Design reg_read_port, sky130hd; sources not shown.
==> images/drive_strength.png <==
Drawn at 2 px/um.
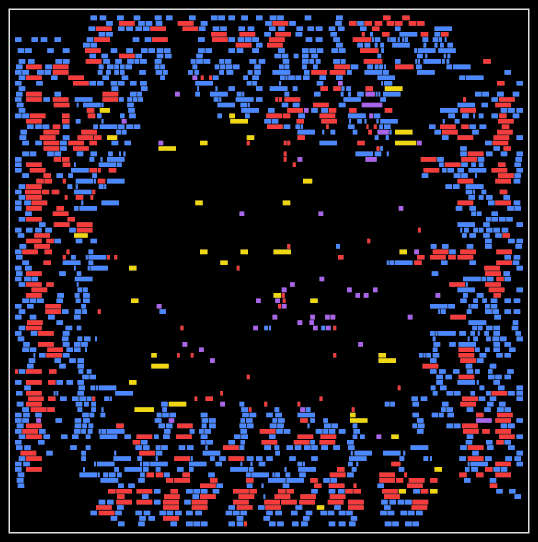
- drive 1 or less: blue (cells 1077; share 71%)
- drive 2: red (cells 349; share 23%)
- drive 6 and up: yellow (cells 37; share 2.4%)
- drive 3 to 4: purple (cells 49; share 3.2%)
post-route cell area: 0.01869 mm^2
setup ws final: 127.4 ps
Non-CTS buffers: 711
Layout area overhead: 70.03%

==> images/final_placement.png <==
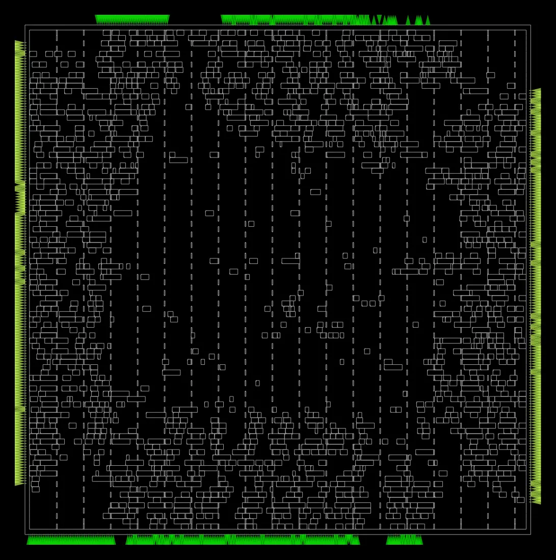
n_taps: 864
flop share of the area: 10.89%

==> images/gate_families.png <==
Drawn at 2 px/um.
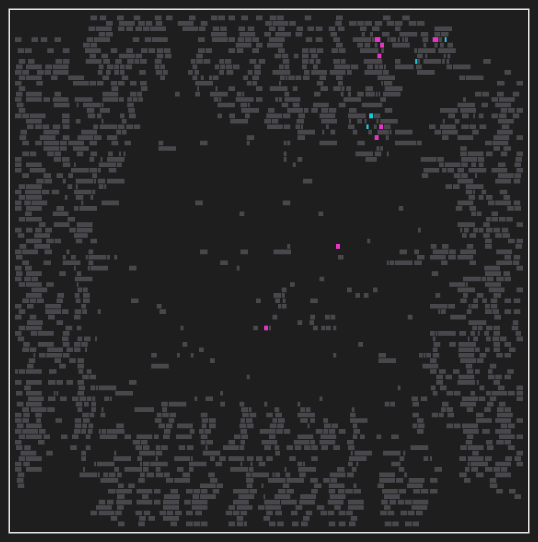
- AND and OR gates: magenta (cells 8; most used and3_1)
- inverters: cyan (cells 4; most used inv_1; where north-east)
Finished Layout Cells: 2377
most frequent logic cell in the layout: clkdlybuf4s50_1

==> images/port_nets.png <==
Drawn at 1 px/um.
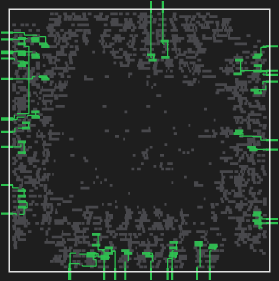
- `R1`: green (bits 32; direction input; edge 12 west, 10 south, 8 east, 2 north; end cells 64; buffers 32; wire 1090 um)
number of port buffers: 601
IO Pins: 654

==> images/pins.png <==
Drawn at 2 px/um. Pins as bars across the die edge, other pins in gray.
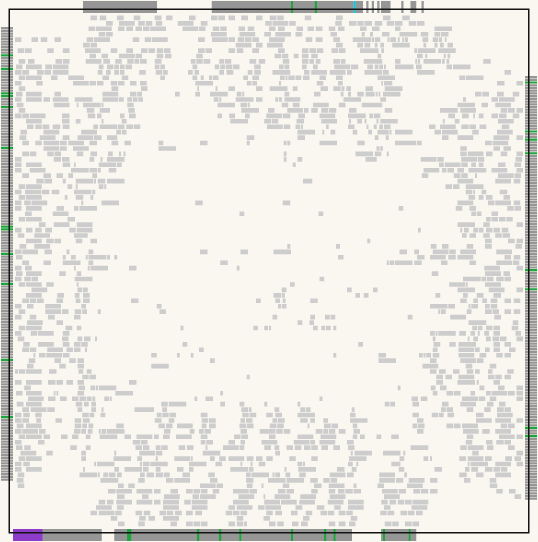
- `R1`: green (pins 32; direction input; edge 12 west, 10 south, 8 east, 2 north)
- `rsp_ready`: cyan (pins 1; direction input; edge north)
- `enable`: purple (pins 16; direction input; edge south)
- all pins by edge: 196 south, 167 west, 156 east, 135 north
Vert. Die Dim: 261 um
Die W: 259 um

==> results.yml <==
# generated from flow reports
synthesis:
  yosysMostFrequentCell: "mux4_2"
  adder_share_pct: 0.1138
  synth_xor_xnor_area_share_pct: 1.195
  yosys-top-cells-count: "mux4_2, mux2i_1, a22oi_1"
  syn-num-nets: 1463
  yosys.area_share.simple_pct: 4.292
  synthArstFlopShare_pct: 100.0
  mux_share_pct: 57.75
  ys_seq_share_pct: 18.44
  numSynthFlops: 81
  synth_warnings: 0
  top_cells_by_area: "mux4_2, dfrtp_1, mux2i_1"
  yosysTopAreaCell: "mux4_2"
  ys_cells: 890
  synth.avg_cell_area_um2: 12.35
  synthFlopType: "dfrtp_1"
  synthAoiAreaFrac_pct: 12.96
  syn_area_mm2: 0.01099
power_and_ir_drop:
  top_power_group: "combinational logic"
  vdd_drop_max_mv: 0.3163
  powerComb_w: 0.00582
  clock_power_w: 0.00170
  p_leak_nw: 7.074
  seq_power_share_pct: 20.3
  power_switching_share_pct: 49.49
  power_frac_clock_pct: 18.0
  power.switching_w: 0.004663
  p_seq_w: 0.00191
  total_power_w: 0.009422
  p_per_area_mw_per_mm2: 504.2
layout:
  lay_top_cells: "clkdlybuf4s50_1, mux4_2, mux2i_1"
  ff_latch_area_mm2: 0.002036
  final-nonclk-buf-share_pct: 36.40
  combGateArea_mm2: 0.008438
  nets: 2080
  dominant_cells: "logic gates"
  multi_input_comb_cells: 700
  diodes: 1
  num-fill-cells: 6742
  clkCellAreaFrac_pct: 1.654
  num-clock-buffers: 9
  seq_cell_count: 81
job:
  openroad.warnings: 76
worst_setup_path:
  criticalPathCategory: "register to output port"
  crit_chain: "dlygate4sd2_1"
  slowest_delay_ps: 880
  critPathRequiredTime_ps: 1750
  cp_top_family: "buffers and inverters"
  reg2reg_slack_ps: 230
  end_kind: "output port"
sta:
  hold_ws_ps: 282.3
  setup_viol_count_final: 0
  finalCritPeriodShare_pct: 94.46
  rsz0062_at_grt: "true"
  relSlewSlack_pct: 32.58
  finalSetupTns_ps: 0
  fin_crit_ps: 2173
min_path:
  min_path_type: "register to register"
grt:
  antenna_found_initial: 1
  use_met3_pct: 4.839
  grt_pass1_wl_um: 98940
detailed_routing:
  first_pass_iters: 5
  wl_per_cell_um: 30.85
  route.detailed.drc: 0
  wl_met1_um: 29100
  ant_nets: 0
clock_network:
  numCtsBuffers: 9
outcome:
  outcome: "completed"
die:
  core_area_mm2: 0.06504
  initCoreUtil_pct: 16.90
  placementRows: 94
placement:
  dpl-instance-area_mm2: 0.01818
  dpl_worst_slack_ps: -1626
==> per-stage QoR <==
step | cells | util (%)
3_3_place_gp | 2355 | 27.83
5_1_grt | 2376 | 28.73
2_1_floorplan | 890 | -
3_5_place_dp | 2359 | 27.96
6_report | 2377 | 28.73
4_1_cts | 2376 | 28.76
==> logic make-up (layout without fill, tap and decap cells) <==
kind of cell,after synthesis,after routing
simple gates,109,109
flops,81,81
xor+xnor,15,15
other cells,0,1
compound gates,190,190
mux,385,385
buf+inv,109,731
fa+ha+maj,1,1
==> repair_timing <==
action,CTS,global route
endpoints found under the setup margin,147,52
pin swaps,0,2
gates cloned,0,0
hold endpoints to repair,31,0
resized,272,38
hold buffers,1,0
